### config.mk
export PLATFORM = sky130hd
export DESIGN_NAME = chan_sequencer_flat
export DESIGN_NICKNAME = d
export VERILOG_FILES = /design/src/rtl/chan_sequencer_if.sv /design/src/rtl/chan_sequencer.sv /design/src/flat_wrapper.sv
export SDC_FILE = /design/constraint.sdc
export NUM_CORES = 1
export LEC_CHECK = 0
export CAP_MARGIN = 5
export CELL_PAD_IN_SITES_DETAIL_PLACEMENT = 1
export CELL_PAD_IN_SITES_GLOBAL_PLACEMENT = 1
export CORE_ASPECT_RATIO = 0.9
export CORE_MARGIN = 4
export CORE_UTILIZATION = 40
export DETAILED_ROUTE_END_ITERATION = 6
export MAX_ROUTING_LAYER = met4
export PLACE_DENSITY = 0.83
export SLEW_MARGIN = 20
export SYNTH_ARGS = -nofsm -noshare
export SYNTH_HDL_FRONTEND = slang
export SYNTH_SLANG_ARGS = --single-unit
### constraint.sdc
create_clock -name clk_in -period 4.7 [get_ports clk_in]
set_input_delay 0.47 -clock clk_in [delete_from_list [all_inputs] [get_ports clk_in]]
set_output_delay 0.47 -clock clk_in [all_outputs]
set_load 0.005 [all_outputs]
### src/rtl/chan_sequencer_if.sv
// Sample-stream producer bus: frame input, config write port and serialized output.
interface chan_sequencer_if #(
    parameter int unsigned W_CHAN    = 5,
    parameter int unsigned N_CHAN    = 8,
    parameter int unsigned W_DATA    = 18,
    parameter int unsigned W_WR_ADDR = 16,
    parameter int unsigned W_WR_CHAN = 16,
    parameter int unsigned W_WR_DATA = 48
);
    logic                     sample_stb;
    logic [N_CHAN*W_DATA-1:0] samples_in;
    logic                     wr_en;
    logic [W_WR_ADDR-1:0]     wr_addr;
    logic [W_WR_CHAN-1:0]     wr_chan;
    logic [W_WR_DATA-1:0]     wr_data;
    logic                     dv_out;
    logic [W_CHAN-1:0]        chan_out;
    logic [W_DATA-1:0]        data_out;
    logic                     busy_out;
    logic                     overrun_out;

    // Sequencer side
    modport slave (
        input  sample_stb, samples_in, wr_en, wr_addr, wr_chan, wr_data,
        output dv_out, chan_out, data_out, busy_out, overrun_out
    );

    // Frame source / config master side
    modport master (
        output sample_stb, samples_in, wr_en, wr_addr, wr_chan, wr_data,
        input  dv_out, chan_out, data_out, busy_out, overrun_out
    );
endinterface

### src/rtl/chan_sequencer.sv
// Captures a parallel frame of channel samples and serializes the enabled
// channels in ascending order, one per cycle, onto the dv/chan/data stream.
module chan_sequencer #(
    parameter int unsigned W_CHAN    = 5,
    parameter int unsigned N_CHAN    = 8,
    parameter int unsigned W_DATA    = 18,
    parameter int unsigned W_WR_ADDR = 16,
    parameter int unsigned W_WR_CHAN = 16,
    parameter int unsigned W_WR_DATA = 48,
    parameter logic [W_WR_ADDR-1:0] ADDR_CHAN_EN = W_WR_ADDR'(16'h0050),
    parameter logic [W_WR_ADDR-1:0] ADDR_OVR_CLR = W_WR_ADDR'(16'h0051)
) (
    input  logic             clk_in,
    input  logic             rst_in,
    chan_sequencer_if.slave  bus
);

    localparam int unsigned W_IDX   = (N_CHAN > 1) ? $clog2(N_CHAN) : 1;
    localparam int unsigned W_FRAME = N_CHAN * W_DATA;

    typedef enum logic {
        IDLE = 1'b0,
        EMIT = 1'b1
    } state_e;

    state_e              state_q, state_d;
    logic [N_CHAN-1:0]   en_q, en_d;
    logic [N_CHAN-1:0]   pend_q, pend_d;
    logic [W_FRAME-1:0]  buf_q, buf_d;
    logic                dv_q, dv_d;
    logic [W_CHAN-1:0]   chan_q, chan_d;
    logic [W_DATA-1:0]   data_q, data_d;
    logic                ovr_q, ovr_d;

    logic [W_IDX-1:0]    low_idx_c;
    logic [N_CHAN-1:0]   pend_rest_c;
    logic                last_c;
    logic                accept_c;
    logic                wr_en_hit_c;
    logic                wr_clr_c;

    // Only bit 0 of the config data carries the enable value
    logic                unused_wr_data;
    assign unused_wr_data = ^bus.wr_data[W_WR_DATA-1:1];

    // Lowest pending channel and the pending set left once it is emitted
    always_comb begin
        low_idx_c = '0;
        for (int i = N_CHAN - 1; i >= 0; i--) begin
            if (pend_q[i]) begin
                low_idx_c = W_IDX'(i);
            end
        end
        pend_rest_c = pend_q & ~(N_CHAN'(1) << low_idx_c);
    end

    // Acceptance window and config write decode
    always_comb begin
        last_c      = (state_q == EMIT) && (pend_rest_c == '0);
        accept_c    = (state_q == IDLE) || last_c;
        wr_en_hit_c = bus.wr_en && (bus.wr_addr == ADDR_CHAN_EN)
                      && (bus.wr_chan < W_WR_CHAN'(N_CHAN));
        wr_clr_c    = bus.wr_en && (bus.wr_addr == ADDR_OVR_CLR);
    end

    // Next-state: emission, capture, overrun flag and enable mask
    always_comb begin
        state_d = state_q;
        en_d    = en_q;
        pend_d  = pend_q;
        buf_d   = buf_q;
        dv_d    = 1'b0;
        chan_d  = chan_q;
        data_d  = data_q;
        ovr_d   = ovr_q;

        case (state_q)
            IDLE: begin
            end
            EMIT: begin
                dv_d   = 1'b1;
                chan_d = W_CHAN'(low_idx_c);
                data_d = buf_q[low_idx_c * W_DATA +: W_DATA];
                pend_d = pend_rest_c;
                if (pend_rest_c == '0) begin
                    state_d = IDLE;
                end
            end
            default: begin
                state_d = IDLE;
            end
        endcase

        // Clear first so that a simultaneous overrun wins
        if (wr_clr_c) begin
            ovr_d = 1'b0;
        end

        if (bus.sample_stb) begin
            if (accept_c) begin
                // An all-disabled mask makes the strobe a no-op
                if (en_q != '0) begin
                    buf_d   = bus.samples_in;
                    pend_d  = en_q;
                    state_d = EMIT;
                end
            end else begin
                ovr_d = 1'b1;
            end
        end

        // Mask is snapshotted into pending at capture, so in-flight frames are unaffected
        if (wr_en_hit_c) begin
            en_d[bus.wr_chan[W_IDX-1:0]] = bus.wr_data[0];
        end
    end

    // State and output registers
    always_ff @(posedge clk_in or negedge rst_in) begin
        if (!rst_in) begin
            state_q <= IDLE;
            en_q    <= '1;
            pend_q  <= '0;
            buf_q   <= '0;
            dv_q    <= 1'b0;
            chan_q  <= '0;
            data_q  <= '0;
            ovr_q   <= 1'b0;
        end else begin
            state_q <= state_d;
            en_q    <= en_d;
            pend_q  <= pend_d;
            buf_q   <= buf_d;
            dv_q    <= dv_d;
            chan_q  <= chan_d;
            data_q  <= data_d;
            ovr_q   <= ovr_d;
        end
    end

    assign bus.dv_out      = dv_q;
    assign bus.chan_out    = chan_q;
    assign bus.data_out    = data_q;
    assign bus.busy_out    = (state_q == EMIT);
    assign bus.overrun_out = ovr_q;

endmodule
### src/flat_wrapper.sv
// flat-port wrapper written by rule: the top's interface ports become plain ports
module chan_sequencer_flat 
#(
    parameter int unsigned W_CHAN    = 5,
    parameter int unsigned N_CHAN    = 8,
    parameter int unsigned W_DATA    = 18,
    parameter int unsigned W_WR_ADDR = 16,
    parameter int unsigned W_WR_CHAN = 16,
    parameter int unsigned W_WR_DATA = 48,
    parameter logic [W_WR_ADDR-1:0] ADDR_CHAN_EN = W_WR_ADDR'(16'h0050),
    parameter logic [W_WR_ADDR-1:0] ADDR_OVR_CLR = W_WR_ADDR'(16'h0051)
)
  (clk_in, rst_in, bus_sample_stb, bus_samples_in, bus_wr_en, bus_wr_addr, bus_wr_chan, bus_wr_data, bus_dv_out, bus_chan_out, bus_data_out, bus_busy_out, bus_overrun_out);
  chan_sequencer_if #(.W_CHAN(W_CHAN), .N_CHAN(N_CHAN), .W_DATA(W_DATA), .W_WR_ADDR(W_WR_ADDR), .W_WR_CHAN(W_WR_CHAN), .W_WR_DATA(W_WR_DATA)) bus_i ();
  input  logic clk_in;
  input  logic rst_in;
  input wire logic [$bits(bus_i.sample_stb)-1:0] bus_sample_stb;
  input wire logic [$bits(bus_i.samples_in)-1:0] bus_samples_in;
  input wire logic [$bits(bus_i.wr_en)-1:0] bus_wr_en;
  input wire logic [$bits(bus_i.wr_addr)-1:0] bus_wr_addr;
  input wire logic [$bits(bus_i.wr_chan)-1:0] bus_wr_chan;
  input wire logic [$bits(bus_i.wr_data)-1:0] bus_wr_data;
  output wire logic [$bits(bus_i.dv_out)-1:0] bus_dv_out;
  output wire logic [$bits(bus_i.chan_out)-1:0] bus_chan_out;
  output wire logic [$bits(bus_i.data_out)-1:0] bus_data_out;
  output wire logic [$bits(bus_i.busy_out)-1:0] bus_busy_out;
  output wire logic [$bits(bus_i.overrun_out)-1:0] bus_overrun_out;
  assign bus_i.sample_stb = bus_sample_stb;
  assign bus_i.samples_in = bus_samples_in;
  assign bus_i.wr_en = bus_wr_en;
  assign bus_i.wr_addr = bus_wr_addr;
  assign bus_i.wr_chan = bus_wr_chan;
  assign bus_i.wr_data = bus_wr_data;
  assign bus_dv_out = bus_i.dv_out;
  assign bus_chan_out = bus_i.chan_out;
  assign bus_data_out = bus_i.data_out;
  assign bus_busy_out = bus_i.busy_out;
  assign bus_overrun_out = bus_i.overrun_out;
  chan_sequencer #(.W_CHAN(W_CHAN), .N_CHAN(N_CHAN), .W_DATA(W_DATA), .W_WR_ADDR(W_WR_ADDR), .W_WR_CHAN(W_WR_CHAN), .W_WR_DATA(W_WR_DATA), .ADDR_CHAN_EN(ADDR_CHAN_EN), .ADDR_OVR_CLR(ADDR_OVR_CLR)) u_core (.clk_in(clk_in), .rst_in(rst_in), .bus(bus_i));
endmodule
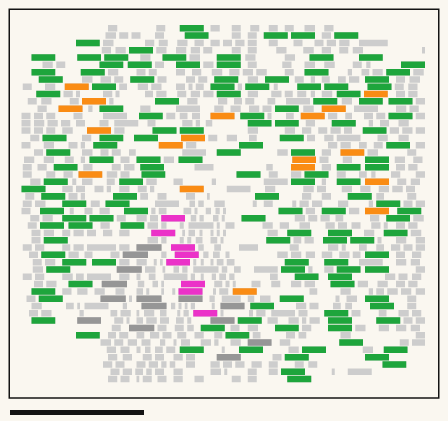
(images/registers.png)
Scale bar: 50 µm.
- magenta: `u_core.pend_q` (sequential cells 8)
- orange: `u_core.bus.data_out` (sequential cells 18)
- green: `u_core.buf_q` (sequential cells 144; where widely spread)
fraction of area in registers: 41.6%
core utilization of the finished layout: 55.1%

==> flow.log <==
[flow] summary of implementation run
[metrics] result of the run: complete, no violations
[metrics] Final nets: 1028
[metrics] share of synthesized cell area in full adder, half adder and majority cells: less than 1%
[metrics] dominant register cell in the synthesized netlist: sky130_fd_sc_hd__dfrtp_1
[metrics] fraction of met3 tracks used by global routing: 6.16%
[metrics] clock sink count: 184
[metrics] met1 routing resource usage after global routing: about a quarter
[metrics] number of cell instances on the worst register-to-register path: 5
[metrics] DP Worst Slack: 1710 ps
[metrics] final critical-path required period: about 3100 ps
[metrics] final worst slack: 1630 ps
[metrics] sequential group share of total power: 48.6%
[metrics] Max H-tree Level: 4
[metrics] tally of buffers added on design ports: about 200
[metrics] clock buffer count: 17
[metrics] inverters: 5
[metrics] global-route usage over all layers: 22.0%
[metrics] clock network share of area: 5.49%
[metrics] power density over the cells: 294 nW/µm²
[metrics] Seq. pwr: 1.58 mW
[metrics] average size of a mapped cell: 13.4 µm²
[metrics] vias per cell: 5.55
[metrics] achievable clock frequency: 326 MHz
[metrics] power dissipated in the clock network: 1.48 mW
[metrics] Distinct cells, synth: 46
[metrics] number of warnings in the stage logs: 73
[metrics] critical path launch point: u_core.pend_q[2]$_DFF_PN0_
[metrics] buffering overhead: 19.2%
[metrics] CTS tree: yes
[metrics] Leading power group: sequential cells
[metrics] highest routed metal layer: met4
[metrics] Basic Gates by Area: under 10%
[metrics] total area of multi-input combinational cells: 3390 µm²
[metrics] Max-cap violations: 0
[metrics] RR Startpoint: u_core.pend_q[2]$_DFF_PN0_
[metrics] seq_cells: around 180
[metrics] mux frac, synth: 25.1%
[metrics] Top area cell types: sky130_fd_sc_hd__dfrtp_1 (53%), sky130_fd_sc_hd__mux2_1 (11%), sky130_fd_sc_hd__mux2_2 (9.4%)
[metrics] Yosys top cell by area: sky130_fd_sc_hd__dfrtp_1
[metrics] number of antenna violations at the first check in global routing: 0
[metrics] class of the tightest hold or removal check: input port to async pin
[metrics] grt ovf: 0
[metrics] ratio of cells with drive above 1 in the final layout: 15.1%
[metrics] met1 routed wirelength after detailed routing: 10600 µm
[metrics] series of cell instances along the critical path: nor4_1 > nand3_1 > a221oi_1 > o21ai_0 > o211a_1
[metrics] count of yosys warnings during synthesis: 0
[metrics] synthesis area per yosys: 8240 µm²
[metrics] WL/cell: 22.7 µm
[metrics] Chip Width: 159 µm
[metrics] Internal: 2.52 mW
[metrics] number of logic gates: between 300 and 400
[metrics] buffer and inverter count on the worst path: 0
[metrics] required time at the endpoint of the critical path: 5030 ps
[metrics] cell total in the yosys stat output: 614
[metrics] number of global-route vias before repair: 6807
[metrics] insertion delay of the later-clocked pin in the worst-skew pair: 440 ps
[metrics] wire length on met3: 1230 µm
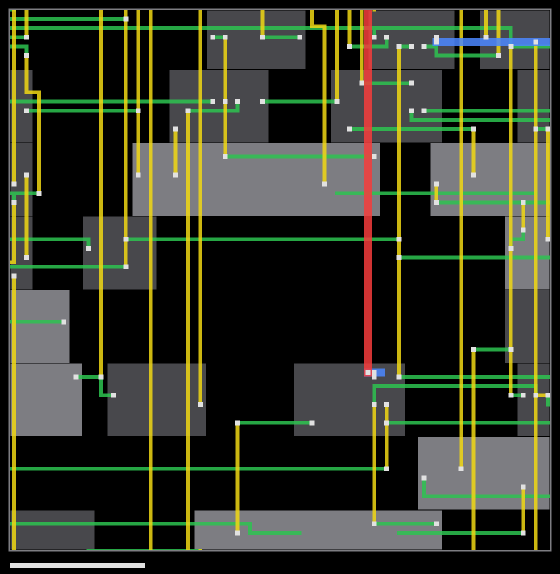
(images/zoom.png)
Scale bar: 5 µm. Region (70, 91) to (90, 111) µm. Cells in gray, sequential cells in the stronger gray; small squares are vias.
- yellow: met2
- green: met1
- blue: met3
- red: met4
- sequential cells in the window: 3
- most frequent: clkdlybuf4s50_1 (3), dfrtp_1 (3), mux2_2 (2)
- netlist names of flops here include: `u_core.buf_q` (2), `u_core.bus.data_out` (1)
- cells with their middle in the window: 11

[layout by cell type, fill, tap and decap left out, drive strengths merged, types with 6 or more instances in the layout]
master and count:
clkdlybuf4s50 203, dfrtp 176, mux2 152, o21ai 44, a221oi 37, mux2i 36, o211a 18, clkbuf 18
nor2 17, nand2 15, inv 11, nor4 8, dfstp 8, buf 8, o22ai 7, clkinv 6
[metrics by stage]
stage                     power (mW)  hold slack, ps  cell area (µm²)  instances
after floorplan                 1.62             174             8240        615
after global placement          1.80             455            10500       1036
after detailed placement        1.81             478            10500       1036
after CTS                       3.30             133            11100       1068
after global routing            3.38             146            11100       1068
final                           3.26            92.7            11100       1069
Power and IR drop assume default switching activity.
